==> src/rtl/shift_pkg.sv <==
// Shared definitions for the universal shift register.
//
// Contents:
//   mode_t     - operation select encoding (hold, shift left, shift right, load)
//   cnt_width  - number of bits needed to count 0..w, i.e. $clog2(w+1)
package shift_pkg;

    typedef enum logic [1:0] {
        MODE_HOLD = 2'b00,
        MODE_SHL  = 2'b01,
        MODE_SHR  = 2'b10,
        MODE_LOAD = 2'b11
    } mode_t;

    // Width of the shift counter for a register of w bits.
    function automatic int cnt_width(input int w);
        return $clog2(w + 1);
    endfunction

endpackage

==> src/rtl/univ_shift_reg.sv <==
// Universal shift register: a WIDTH-bit register with hold, shift-left,
// shift-right and parallel-load modes. It has serial in/out at both ends, so
// instances can be chained (sout_l of one feeds sin_r of the next) to build
// longer shifters. It also counts shifts since the last load and pulses
// word_done once every WIDTH shifts.
//
// Ports:
//   clk        in   rising-edge clock
//   reset_n    in   synchronous active-low reset
//   en         in   clock enable; 0 holds all state
//   mode       in   [1:0] 00 hold, 01 shift left, 10 shift right, 11 load
//   d          in   [WIDTH-1:0] parallel load data
//   sin_r      in   serial in at the LSB end (shift left)
//   sin_l      in   serial in at the MSB end (shift right)
//   q          out  [WIDTH-1:0] register contents
//   sout_l     out  q[WIDTH-1]
//   sout_r     out  q[0]
//   shift_cnt  out  [CW-1:0] shifts since last load or wrap
//   word_done  out  one-cycle pulse after every WIDTH-th shift
module univ_shift_reg
    import shift_pkg::*;
#(
    parameter int                 WIDTH     = 8,
    parameter logic [WIDTH-1:0]   RESET_VAL = {WIDTH{1'b0}},
    parameter int                 CW        = cnt_width(WIDTH)
) (
    input  logic             clk,
    input  logic             reset_n,
    input  logic             en,
    input  logic [1:0]       mode,
    input  logic [WIDTH-1:0] d,
    input  logic             sin_r,
    input  logic             sin_l,
    output logic [WIDTH-1:0] q,
    output logic             sout_l,
    output logic             sout_r,
    output logic [CW-1:0]    shift_cnt,
    output logic             word_done
);

    // Counter value on which the next shift completes a full word.
    localparam logic [CW-1:0] LAST_CNT = CW'(WIDTH - 1);

    mode_t op;

    assign op     = mode_t'(mode);
    assign sout_l = q[WIDTH-1];
    assign sout_r = q[0];

    // Register, shift counter and word_done pulse. word_done defaults to 0
    // on every edge so that it can only be high for the cycle following the
    // shift that wrapped the counter. Reset takes priority over enable, and
    // enable over mode.
    always_ff @(posedge clk) begin
        if (!reset_n) begin
            q         <= RESET_VAL;
            shift_cnt <= '0;
            word_done <= 1'b0;
        end else begin
            word_done <= 1'b0;
            if (en) begin
                case (op)
                    MODE_HOLD: begin
                        q <= q;
                    end
                    MODE_SHL, MODE_SHR: begin
                        if (op == MODE_SHL) begin
                            q <= {q[WIDTH-2:0], sin_r};
                        end else begin
                            q <= {sin_l, q[WIDTH-1:1]};
                        end
                        // Both directions count towards the same word.
                        if (shift_cnt == LAST_CNT) begin
                            shift_cnt <= '0;
                            word_done <= 1'b1;
                        end else begin
                            shift_cnt <= shift_cnt + CW'(1);
                        end
                    end
                    MODE_LOAD: begin
                        q         <= d;
                        shift_cnt <= '0;
                    end
                    default: begin
                        q <= q;
                    end
                endcase
            end
        end
    end

endmodule

==> config.mk <==
export PLATFORM = sky130hd
export DESIGN_NAME = univ_shift_reg
export DESIGN_NICKNAME = d
export VERILOG_FILES = /design/src/rtl/shift_pkg.sv /design/src/rtl/univ_shift_reg.sv
export SDC_FILE = /design/constraint.sdc
export NUM_CORES = 1
export LEC_CHECK = 0
export ABC_AREA = 1
export CAP_MARGIN = 20
export CORE_MARGIN = 3
export CORE_UTILIZATION = 30
export DETAILED_ROUTE_END_ITERATION = 8
export GPL_TIMING_DRIVEN = 0
export PLACE_DENSITY_LB_ADDON = 0.05
export SYNTH_ARGS = -nofsm -noshare
export SYNTH_HDL_FRONTEND = slang
export SYNTH_SLANG_ARGS = --single-unit
==> constraint.sdc <==
create_clock -name clk -period 1.3 [get_ports clk]
set_clock_uncertainty 0.1 [all_clocks]
set_input_delay 0.26 -clock clk [delete_from_list [all_inputs] [get_ports clk]]
set_output_delay 0.26 -clock clk [all_outputs]
set_load 0.005 [all_outputs]
density.png
12 x 12 tiles, from dark blue (low) to red (high), 0 to 100% covered.
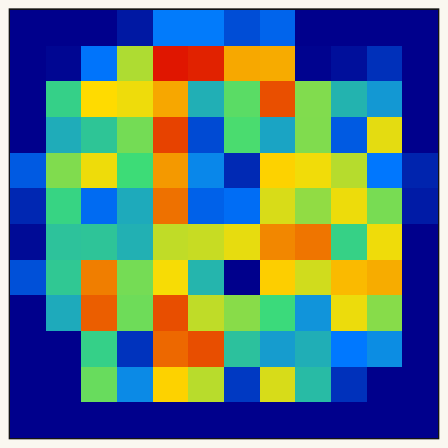
15% of the tiles are over 75% full. The mean over all tiles is 37%. 27% of the tiles are nearly empty. The fullest tile reaches 98%.
Final Util: 50.94%
Core Region: 2522 um^2
Core Util at FP: 32.14%

final_congestion.png
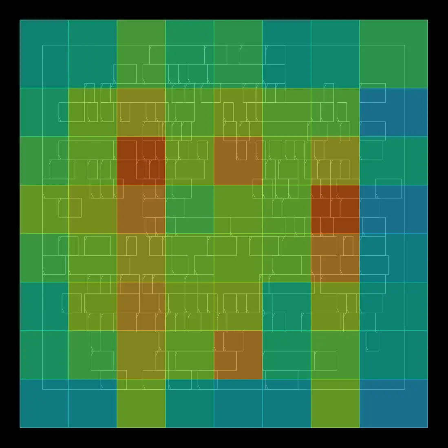
grt met3 use: 2.673%
Avg WL per Cell: 10.75 um
M2 GR Usage: 20.48%
M1 GR Usage: 19.75%
GR peak layer: met2

==> results.yml <==
# generated from flow reports
timing:
  setup_viol: 0
  max_freq_ghz: 0.8041
  rsz0062_at_grt: "true"
  slew_headroom_pct: 78.17
  fin_crit_sh_pct: 95.66
  fin_crit_ns: 1.244
cts:
  cts_made_buffers: 3
  hold_buffers: 0
  cts.sinks: 13
setup_path:
  cpPeakStageDelay_ns: 0.35
  critPathCaptureType: "output port"
  path_buffers: 1
  rr_endpoint: "shift_cnt[3]"
  reg2reg_slack_ns: 0.07
  cp_top_family: "flip-flops"
  crit_chain: "dlygate4sd2_1"
  cp_max_fo: 2
  crit_required_ns: 0.94
  slowest_stage: "dfxtp_4"
  r2r_start: "shift_cnt[1]"
  cp.arrival_ns: 0.88
  ff2ff_path_depth: 5
floorplanning:
  fp.dieW_um: 57.99
  fp-row-count: 18
  dieArea_um2: 3362
min_path:
  worstHoldPathCells: 3
  worstHoldStart: "en"
synth:
  ys_seq_share_pct: 32.10
  syn_area_per_cell_um2: 6.384
layout:
  synthToLayoutAreaGrowth_pct: 58.49
  layout-drive-gt1-share_pct: 27.33
  nets: 192
drt:
  vias_per_cell: 4.455
  dr.pass1.iters: 4
  ant_nets: 0
  route.detailed.drc: 0
  routed_wl_um: 2171
placed_design:
  gp_congestion: 0.7489
  port_buffers: 29
grt:
  gr-total-overflow: 0
  grt_pass1_wl_um: 3588
  grt_usage_pct: 13.93
status:
  status: "finished, final reports clean"
job:
  tool_warnings: 30
power_and_ir_drop:
  p_leak_nw: 0.6058
gate_families.png
The bar under the picture is 20 um long.
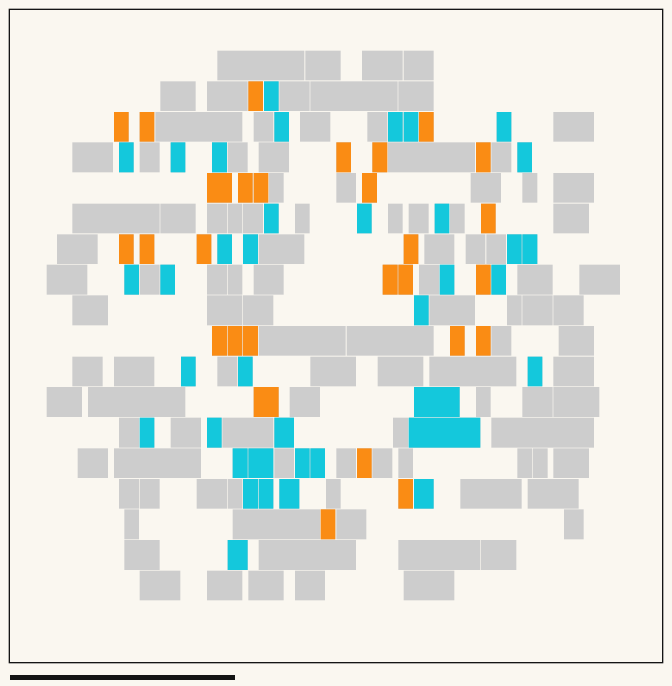
Key: cyan = NAND gates [cells 38, most used nand2_1]; orange = NOR gates [cells 28, most used nor2_1]
Final Instance Count excl. Fillers: 202
Top cell excl fill/tap: nand2_1
logic share of the area: 35.83%

clock_map.png
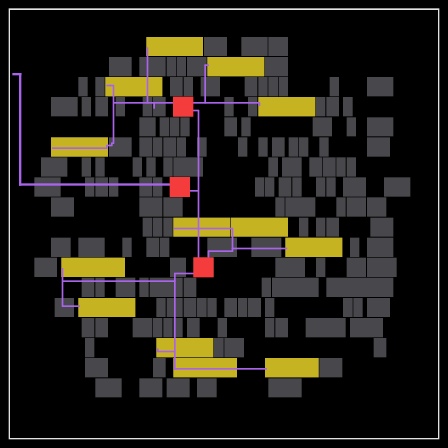
Key: red = cells driving clock nets [count 3]; purple = clock wires [length 193 um]; yellow = flip-flops [count 13]
There are 4 routed clock nets.
clock latency on the worst-skew pair: 0.28 ns
clock network power share: 27.0%
Clk. pwr: 0.257 mW

[per-layer routing]
metal | global-route usage (%) | wire length (um) | vias to the layer above
met5 | 0 | 0 | -
met4 | 5.960 | 14 | 0
met3 | 2.673 | 131 | 2
met2 | 20.48 | 957 | 19
met1 | 19.75 | 1068 | 394
li1 | - | - | 485
[worst reg2reg max path, stage by stage (launching register included)]
cell     delay, ns
dfxtp_4       0.35
buf_4         0.14
ha_1          0.20
nand3_1       0.14
nand3_1       0.09
a21oi_1       0.13
[state kept, by name, summed over array words and instances, names as in the netlist]
name / flops
q: 8
word_done: 1
shift_cnt: 4
[timing repair]
action / in CTS / in global routing
buffers inserted: 12 / 0
gates cloned: 1 / 0
resized: 40 / 7
setup endpoints to repair: 27 / 9
pin swaps: 1 / 0
[kinds of logic (layout without fill, tap and decap cells)]
group	after synthesis	count (layout)	synth area share [%]
and+or+nand+nor	66	66	32.87
AOI/OAI and AO/OA	22	22	14.04
buffers and inverters	22	67	14.81
DFF	13	13	32.10
adders and majority gates	4	4	6.173
[worst max-delay path by stage]
| stage | endpoint | slack [ns] |
|---|---|---|
| after global placement | q[6] | -0.53 |
| after global routing | q[4] | -0.05 |
| after detailed placement | q[1] | -0.55 |
| final | shift_cnt[2] | 0.06 |
| after CTS | q[0] | -0.04 |
| after floorplan | q[0] | 0.09 |
[placed cells by master, fill, tap and decap left out, drive strengths merged]
cell type	count
ha	4
dlygate4sd2	14
clkinv	1
clkdlybuf4s50	11
buf	20
dfxtp	13
a21oi	4
inv	16
clkbuf	4
nand4	1
o21ai	18
nor2	28
nand2	32
dlymetal6s2s	1
nand3	5
[synth_stat cells]
master,instances,share of area [%]
inv_1,15,6.9
nor2_1,27,13
nand2_2,1,0.77
nand3_2,1,1.2
buf_6,4,5.6
a21oi_1,4,2.5
nand2_1,31,14
o21ai_1,17,10
inv_2,1,0.46
dfxtp_1,13,32
o21ai_2,1,1.1
buf_4,2,1.9
nand3_1,4,2.5
ha_1,4,6.2
nor2_2,1,0.77
nand4_1,1,0.77
[area by class of cell]
class / count / area [um^2]
Inverter: 16 / 60.06
Tap cell: 30 / 37.54
Fill cell: 275 / 1237
Clock buffer: 3 / 22.52
Timing Repair Buffer: 41 / 359.1
Buffer: 6 / 60.06
Multi-Input combinational cell: 92 / 460.4
Clock inverter: 1 / 5.005
Sequential cell: 13 / 280.3
[where the power goes]
part | leakage [nW] | switching (mW) | total (mW) | internal [mW]
Combinational | 0.476 | 0.125 | 0.268 | 0.143
Clock | 0.0177 | 0.144 | 0.257 | 0.114
Sequential | 0.112 | 0.0105 | 0.427 | 0.416
Total | 0.606 | 0.279 | 0.952 | 0.673
[metrics by stage]
step / setup slack [ns] / util, % / area, um^2 / hold slack, ns / cells
floorplan: 0.09424 / - / 810.8 / 0.2827 / 127
global placement: -0.5314 / 45.14 / 1139 / 0.3795 / 186
detailed placement: -0.5530 / 45.14 / 1139 / 0.3918 / 186
CTS: -0.03755 / 50.50 / 1274 / 0.4988 / 203
global route: -0.04524 / 50.94 / 1285 / 0.2548 / 202
finish: 0.05642 / 50.94 / 1285 / 0.2355 / 202
Power is estimated from default activity; no workload was simulated.
